$ cat config.mk
export PLATFORM = sky130hd
export DESIGN_NAME = tile_line_scheduler
export DESIGN_NICKNAME = d
export VERILOG_FILES = /design/src/rtl/tile_line_scheduler.sv
export SDC_FILE = /design/constraint.sdc
export NUM_CORES = 1
export LEC_CHECK = 0
export ABC_AREA = 1
export CAP_MARGIN = 10
export CORE_MARGIN = 2
export CORE_UTILIZATION = 50
export DETAILED_ROUTE_END_ITERATION = 16
export PLACE_DENSITY_LB_ADDON = 0.05
export SYNTH_ARGS = -nofsm -noshare
export SYNTH_HDL_FRONTEND = slang
export SYNTH_SLANG_ARGS = --single-unit
$ cat constraint.sdc
create_clock -name vga_clk -period 15.7 [get_ports vga_clk]
set_input_delay 1.57 -clock vga_clk [delete_from_list [all_inputs] [get_ports vga_clk]]
set_output_delay 1.57 -clock vga_clk [all_outputs]
set_load 0.005 [all_outputs]
$ cat src/rtl/tile_line_scheduler.sv
// Per-scanline sprite scheduler: builds a 32-tile occupancy line during hblank from the food and
// snake lists, then answers per pixel which sprite covers the current 20x20 tile and its ROM address.
`timescale 1ns/1ps
module tile_line_scheduler #(
  parameter int max_len         = 16,
  parameter int num_len         = 10,
  parameter int max_len_bit_len = 4,
  parameter int width           = 32,
  parameter int height          = 24,
  parameter int H_TRIG          = 640
) (
  input  logic                         vga_clk,
  input  logic                         vga_rst,
  input  logic [9:0]                   row_addr,
  input  logic [9:0]                   col_addr,
  input  logic [max_len*num_len-1:0]   snake1,
  input  logic [max_len*num_len-1:0]   snake2,
  input  logic [max_len_bit_len-1:0]   score1,
  input  logic [max_len_bit_len-1:0]   score2,
  input  logic [num_len-1:0]           food1,
  input  logic [num_len-1:0]           food2,
  output logic [2:0]                   tile_code,
  output logic [8:0]                   pix_addr,
  output logic                         busy,
  output logic                         overrun
);

  localparam int n_entries = 2 + 2 * max_len;
  localparam int idx_w     = $clog2(n_entries);
  localparam int j_w       = $clog2(max_len);
  localparam int col_w     = $clog2(width);
  localparam logic [9:0] last_row   = 10'd524;
  localparam logic [9:0] vis_rows   = 10'd480;
  localparam logic [9:0] vis_cols   = 10'd640;
  localparam logic [9:0] h_trig_col = 10'(H_TRIG);
  localparam logic [9:0] tile_px    = 10'd20;
  localparam logic [num_len-1:0] unused_cell = '1;

  typedef enum logic [1:0] {IDLE, CLEAR, SCAN, DONE} state_t;

  state_t                      state_q, state_d;
  logic                        clear_back, scan_en, swap;
  logic                        at_trig_q, trig, build_ok;
  logic [9:0]                  next_row;
  logic [idx_w-1:0]            idx_q;
  logic [num_len-1:0]          food1_q, food2_q, trow_q;
  logic [max_len_bit_len-1:0]  score1_q, score2_q;
  logic                        front_sel_q, back_sel;
  logic [2:0]                  line_buf [2][width];

  assign next_row = (row_addr == last_row) ? '0 : row_addr + 10'd1;
  assign build_ok = next_row < vis_rows;
  // Edge detect so a col_addr held at the trigger column fires only once.
  assign trig     = (col_addr == h_trig_col) && !at_trig_q;
  assign back_sel = ~front_sel_q;

  always_ff @(posedge vga_clk or negedge vga_rst) begin
    if (!vga_rst) state_q <= IDLE;
    else          state_q <= state_d;
  end

  always_comb begin
    // NOTE: every combinational output gets a default first so no path can infer a latch.
    state_d = state_q;
    case (state_q)
      IDLE:    state_d = IDLE;
      CLEAR:   state_d = SCAN;
      SCAN:    if (idx_q == idx_w'(n_entries - 1)) state_d = DONE;
      DONE:    if (col_addr == '0) state_d = IDLE;
      default: state_d = IDLE;
    endcase
    if (trig) state_d = build_ok ? CLEAR : IDLE;
  end

  always_comb begin
    busy       = (state_q == CLEAR) || (state_q == SCAN);
    clear_back = (state_q == CLEAR);
    scan_en    = (state_q == SCAN);
    swap       = (state_q == DONE) && (col_addr == '0);
  end

  // Entry walk: idx 0 food1, idx 1 food2, then snake1[j]/snake2[j] interleaved.
  logic [idx_w-1:0]   pair;
  logic [j_w-1:0]     j;
  logic               is_s2, live, hit;
  logic [num_len-1:0] entry, entry_row;
  logic [col_w-1:0]   entry_col;
  logic [2:0]         code, stored;

  always_comb begin
    pair  = idx_q - idx_w'(2);
    j     = j_w'(pair >> 1);
    is_s2 = pair[0];
    entry = food1_q;
    code  = 3'd1;
    live  = 1'b1;
    if (idx_q == idx_w'(1)) begin
      entry = food2_q;
      code  = 3'd2;
    end else if (idx_q >= idx_w'(2)) begin
      entry = is_s2 ? snake2[j*num_len +: num_len] : snake1[j*num_len +: num_len];
      if (is_s2) code = (j == '0) ? 3'd6 : 3'd5;
      else       code = (j == '0) ? 3'd4 : 3'd3;
      live  = 32'(j) < 32'(is_s2 ? score2_q : score1_q);
    end
  end

  assign entry_row = entry / num_len'(width);
  assign entry_col = col_w'(entry % num_len'(width));
  assign stored    = line_buf[back_sel][entry_col];
  assign hit       = scan_en && (entry != unused_cell) && (entry_row == trow_q) &&
                     (entry_row < num_len'(height)) && live;

  always_ff @(posedge vga_clk or negedge vga_rst) begin
    if (!vga_rst) begin
      // NOTE: the line buffers are reset explicitly so the first frame never shows stale sprites.
      for (int b = 0; b < 2; b++)
        for (int i = 0; i < width; i++) line_buf[b][i] <= '0;
      front_sel_q <= 1'b0;
    end else begin
      if (clear_back) begin
        for (int i = 0; i < width; i++) line_buf[back_sel][i] <= '0;
      end else if (hit && (code > stored)) begin
        line_buf[back_sel][entry_col] <= code;
      end
      if (swap) front_sel_q <= back_sel;
    end
  end

  always_ff @(posedge vga_clk or negedge vga_rst) begin
    if (!vga_rst) begin
      at_trig_q <= 1'b0;
      overrun   <= 1'b0;
      idx_q     <= '0;
      food1_q   <= '0;
      food2_q   <= '0;
      trow_q    <= '0;
      score1_q  <= '0;
      score2_q  <= '0;
    end else begin
      at_trig_q <= (col_addr == h_trig_col);
      if (trig && (state_q != IDLE)) overrun <= 1'b1;
      if (clear_back) begin
        idx_q    <= '0;
        food1_q  <= food1;
        food2_q  <= food2;
        score1_q <= score1;
        score2_q <= score2;
        trow_q   <= num_len'(next_row / tile_px);
      end else if (scan_en) begin
        idx_q <= idx_q + idx_w'(1);
      end
    end
  end

  // Lookup reads the buffer that is front after this edge, so col 0 already sees the new line.
  logic               look_sel, show;
  logic [col_w-1:0]   tc;
  logic [9:0]         dx_full, dy_full;
  logic [2:0]         front_code;
  logic [8:0]         pix_calc;

  assign look_sel   = front_sel_q ^ swap;
  assign tc         = col_w'(col_addr / tile_px);
  assign dx_full    = col_addr % tile_px;
  assign dy_full    = row_addr % tile_px;
  assign front_code = line_buf[look_sel][tc];
  assign pix_calc   = 9'(10'd19 - dy_full) * 9'd20 + 9'(dx_full);
  assign show       = (row_addr < vis_rows) && (col_addr < vis_cols) && (front_code != '0);

  always_ff @(posedge vga_clk or negedge vga_rst) begin
    if (!vga_rst) begin
      tile_code <= '0;
      pix_addr  <= '0;
    end else begin
      tile_code <= show ? front_code : '0;
      pix_addr  <= show ? pix_calc : '0;
    end
  end

endmodule

==> reports/results.ini, run 1 <==
[logic_synthesis]
synth.cellmix.compoundShare_pct=25.3
synth.top_cells.by_count=605 x nand2_1, 338 x o21ai_0, 295 x inv_1
ys_warn_count=0
yosysCellCount=2731
synthArstFlopShare_pct=100
flop_cell=dfrtp_1
synthTopLogicFamily=simple AND/OR/NAND/NOR gates
synth_adder_area_share_pct=2.44
xor_share_pct=1.09
netlist_area_um2=18500
syn_avg_cell_area_um2=6.79

[setup_path]
r2r_cells=30
startpoint=idx_q[0]
crit_required_ps=16180
crit_path_frequent_cell=nand2_1
crit_type=reg2reg
end_kind=register
arrival_ps=9970
cp_slowest_cell=nor2_4
ff2ff_setup_slack_ps=6210

[routing]
firstDrtPassIters=7
wl_met2_um=35600
drt_wl_total_um=82900
ant_nets=0
drc=0
wl_per_cell_um=23.9
wl_met1_um=33300

[cts]
clkTransAtPathRegs_ps=70
ctsResizeCount=0
h-tree-depth=1
post_cts_buffers=0
cts.sinks=249

[power_and_ir_drop]
seq-power_uw=760
clkPwrFrac_pct=16.8
powerClk_uw=732
power_leakage_uw=0.0100
top_power_group=combinational cells
comb_power_uw=2850
swShare_pct=55.8
peakVddDrop_uv=216
internal_power_uw=1920

[cells_and_area]
fillers=3286
n_sequential_cell=249
area_growth_pct=26.3
largest_register_ffs=192
nonClkBufAreaFrac_pct=17.1
clkbuf_count=31
final_nets=3391
lay_top_count=nand2_1
num-multi-input-gates=1992
largest_register=line_buf
final_cell_area_um2=23400

[final_timing]
finalCriticalPeriod_ps=9490
period_used_pct=60.4
whs_ps=468
finClkSkew_ps=16.1
setup_tns_ps=0
max_clock_freq_mhz=105

[place]
dpl_cell_area_um2=22400
dp.cells=3425
dpl_worst_slack_ps=6780
portBuffers=383

[hold_path]
holdPathStages=2
hold_end=score1_q[3]
hp-class=reg2reg
hp-start=score1_q[3]

[global_routing]
antenna_found_initial=2
grt_max_degree=118
grt_pass1_vias=20561
grt_pass1_wl_um=124000

[outcome]
status=completed

[floorplanning]
rows=70
floorplan.core_util_pct=50.8
coreArea_um2=36500
ios=384
die_h_um=197

[run]
tool_warnings=44
maxCapViolations=0

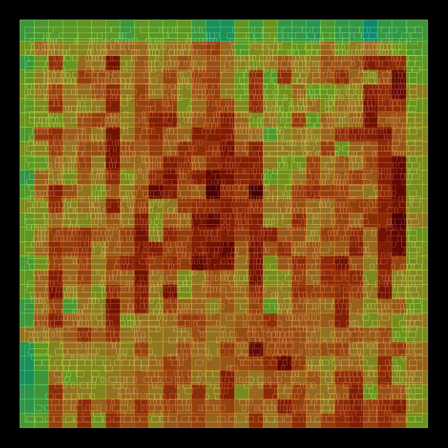
Fig. 1. Congestion heat map (run 1).
met3 Track Usage GR: 10.4%
GRT Total Usage: 41.7%
GR Util met1: 57.1%
Layout Utilization: 64.1%
grt met2 use: 63.2%

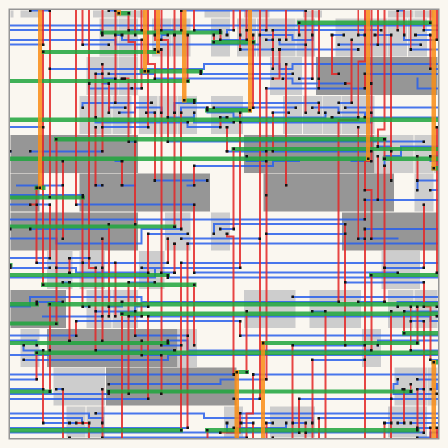
Fig. 2. Zoomed window (run 1).
Window x 83 to 113, y 44 to 74 um. Cells in gray, sequential cells in the stronger gray; small squares are vias.
| color | layer |
|---|---|
| blue | metal 1 |
| red | metal 2 |
| orange | metal 4 |
| green | metal 3 |
most frequent: nand2_1 (13), nor2_1 (9), dfrtp_1 (9)
netlist names of flops here include: line_buf (9)
cells with their middle in the window: 60
sequential cells in the window: 9

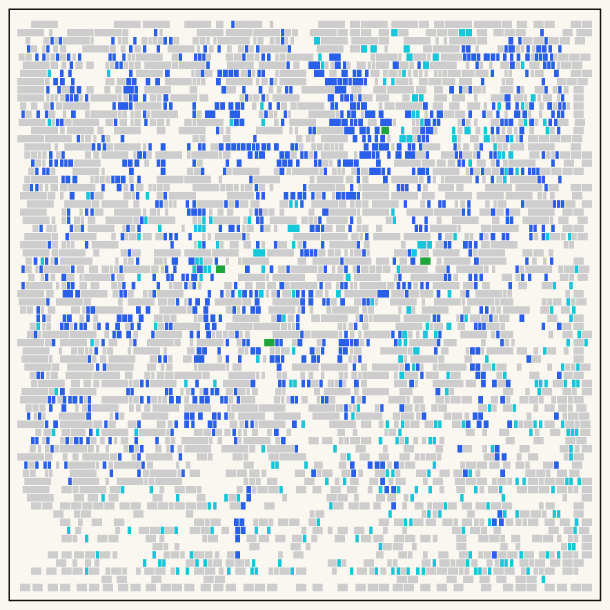
Fig. 3. Gate families picked out (run 1).
Drawn at 3 px/um.
| color | family | cells |
|---|---|---|
| cyan | NOR gates | 279 |
| blue | NAND gates | 887 |
| green | AND-OR and OR-AND gates | 4 |

==> inputs of run 2 (changes only) <==
--- a/config.mk
+++ b/config.mk
@@ -8,7 +8,7 @@
 export ABC_AREA = 1
 export CAP_MARGIN = 10
 export CORE_MARGIN = 2
-export CORE_UTILIZATION = 50
+export CORE_UTILIZATION = 48
 export DETAILED_ROUTE_END_ITERATION = 16
 export PLACE_DENSITY_LB_ADDON = 0.05
 export SYNTH_ARGS = -nofsm -noshare
==> constraint.sdc (replaced) <==
create_clock -name vga_clk -period 8.3 [get_ports vga_clk]
set_input_delay 0.83 -clock vga_clk [delete_from_list [all_inputs] [get_ports vga_clk]]
set_output_delay 0.83 -clock vga_clk [all_outputs]
set_load 0.005 [all_outputs]
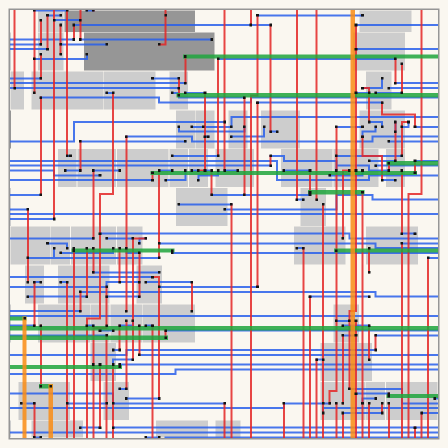
Fig. 4. Zoomed window (run 2).
Window x 85 to 115, y 45 to 75 um. Cells in gray, sequential cells in the stronger gray; small squares are vias.
| color | layer |
|---|---|
| red | metal 2 |
| green | metal 3 |
| blue | metal 1 |
| orange | metal 4 |
sequential cells in the window: 2
netlist names of flops here include: line_buf (2)
cells with their middle in the window: 48
most frequent: clkdlybuf4s50_1 (15), nor2_1 (9), o21ai_0 (8)

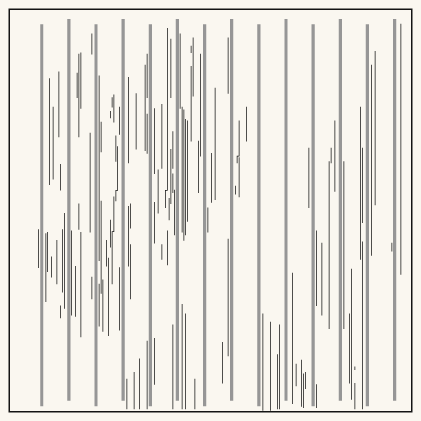
Fig. 5. Signal wires on met4 (run 2).
Drawn at 2 px/um. Supply wires on this layer in gray.
nets with wire on the layer: 82
share of all routed wire: 4.5%
longest straight run: 125 um

==> reports/results.ini, run 2 <==
[cells_and_area]
drive_gt1_share_pct=5.31
final_cell_area_um2=23600  ; +0.86%
final_util_pct=62.4  ; -1.7 points
buffers=425
largestRegisters=line_buf: 192 flops, food1_q: 10 flops, food2_q: 10 flops
n_sequential_cell=249  ; unchanged
fillers=3448  ; +4.9%
clock_area_share_pct=4.03
nonClkBufAreaFrac_pct=17.7  ; +0.65 points
seq_share_pct=26.4
lay_top_count=nand2_1
num-multi-input-gates=1992  ; unchanged
largest_register=line_buf
largest_class=logic gates
final_nets=3413  ; +0.65%
largest_register_ffs=192  ; unchanged
diodes=12
clkbuf_count=39  ; +26%
area_growth_pct=27.4

[floorplanning]
dieArea_um2=40200
floorplan.core_util_pct=49.0  ; -1.8 points
die-width_um=201
rows=71  ; +1.4%
num_tap_cells=511
coreArea_um2=37800  ; +3.6%
die_h_um=201  ; +2.0%
ios=384  ; unchanged

[power_and_ir_drop]
internal_power_uw=3640  ; +89%
seq-power_uw=1400  ; +84%
power_leakage_uw=0.0101  ; +0.81%
pwr-share-seq_pct=16.9
peakVddDrop_uv=502  ; +130%
swShare_pct=56.2  ; +0.40 points
powerClk_uw=1290  ; +76%
power.total_uw=8310
comb_power_uw=5620  ; +97%
top_power_group=combinational cells
clkPwrFrac_pct=15.5  ; -1.3 points

[logic_synthesis]
synth.top_cells.by_count=605 x nand2_1, 338 x o21ai_0, 295 x inv_1
muxShareOfSynthArea_pct=0.162
most_common_cell=nand2_1
xor_share_pct=1.09  ; unchanged
synthTopLogicFamily=simple AND/OR/NAND/NOR gates
netlist.area_leader.share_pct=33.6
netlist_area_um2=18500  ; unchanged
synth_adder_area_share_pct=2.44  ; unchanged
syn_inst=2731
yosysCellCount=2731  ; unchanged
synth.cellmix.compoundShare_pct=25.3  ; unchanged
syn_avg_cell_area_um2=6.79  ; unchanged
topCellsByArea=dfrtp_1 34%, nand2_1 12%, o21ai_0 9.1%
ys_warn_count=0  ; unchanged
flop_cell=dfrtp_1
yosys_area_um2=18500
synthArstFlopShare_pct=100  ; unchanged
largest_area_cell=dfrtp_1

[setup_path]
crit_required_ps=8760  ; -7420 ps
crit_path_max_incr_delay_ps=900
end_kind=register
worstPathMaxFanout=65
crit_path_frequent_cell=nand2_1
cp_slowest_cell=a2111oi_0
arrival_ps=8070  ; -1900 ps
cp_num_buf_inv=3
ff2ff_setup_slack_ps=690  ; -5530 ps
crit_type=reg2reg
cpLargestDelayFamily=AND-OR/OR-AND gates
r2r_cells=26  ; -13%
startpoint=idx_q[1]
r2r_start=idx_q[1]
reg2reg_to=line_buf[183]
critical_path_depth=26
worstSetupStartpointType=register

[cts]
ctsResizeCount=0  ; unchanged
post_cts_buffers=0  ; unchanged
clockBufferDepth=3
cts.sinks=249  ; unchanged
h-tree-depth=1  ; unchanged
clock_latency_ps=580
clkTransAtPathRegs_ps=60  ; about the same
cts-root-buf=clkbuf_16
cts_buffers=29

[global_routing]
top_usage_layer=met2
use_met3_pct=10.1  ; -0.29 points
grt_max_degree=151  ; +28%
use_met1_pct=55.3  ; -1.9 points
use_met2_pct=64.6  ; +1.3 points
grt_pass1_vias=20817  ; +1.2%
grt_pass1_wl_um=128000  ; +3.5%
grt.overflow.total=0
grtUsageTotal_pct=41.2  ; -0.50 points
antenna_found_initial=15  ; +13

[final_timing]
finClkSkew_ps=37.9  ; +21.7 ps
max-slew-margin-rel_pct=18.8
finalCriticalPeriod_ps=7610  ; -1870 ps
setup_tns_ps=0  ; unchanged
period_used_pct=91.7  ; +31 points
whs_ps=261  ; -207 ps
rsz0062_at_grt=no
max_clock_freq_mhz=131  ; +25%

[place]
place_congestion=1.10
dp.cells=3488  ; +1.8%
portBuffers=383  ; unchanged
place_hpwl_um=62000
dpl_worst_slack_ps=726  ; -6050 ps
dpl_cell_area_um2=22600  ; +1.0%

[run]
maxCapViolations=0  ; unchanged
tool_warnings=44  ; unchanged

[routing]
wl_met1_um=33900  ; +1.7%
wl_met2_um=37600  ; +5.8%
wl_per_cell_um=23.8  ; -0.18%
top_layer=met5
firstDrtPassIters=6  ; -1
drt_wl_total_um=84700  ; +2.1%
viasPerCell=6.18
vias=21946
ant_nets=0  ; unchanged
drc=0  ; unchanged
wl_met3_um=9390
drtIter0Drc=2648

[hold_path]
hp-class=in2async

[outcome]
status=completed

Power and IR drop assume default switching activity.
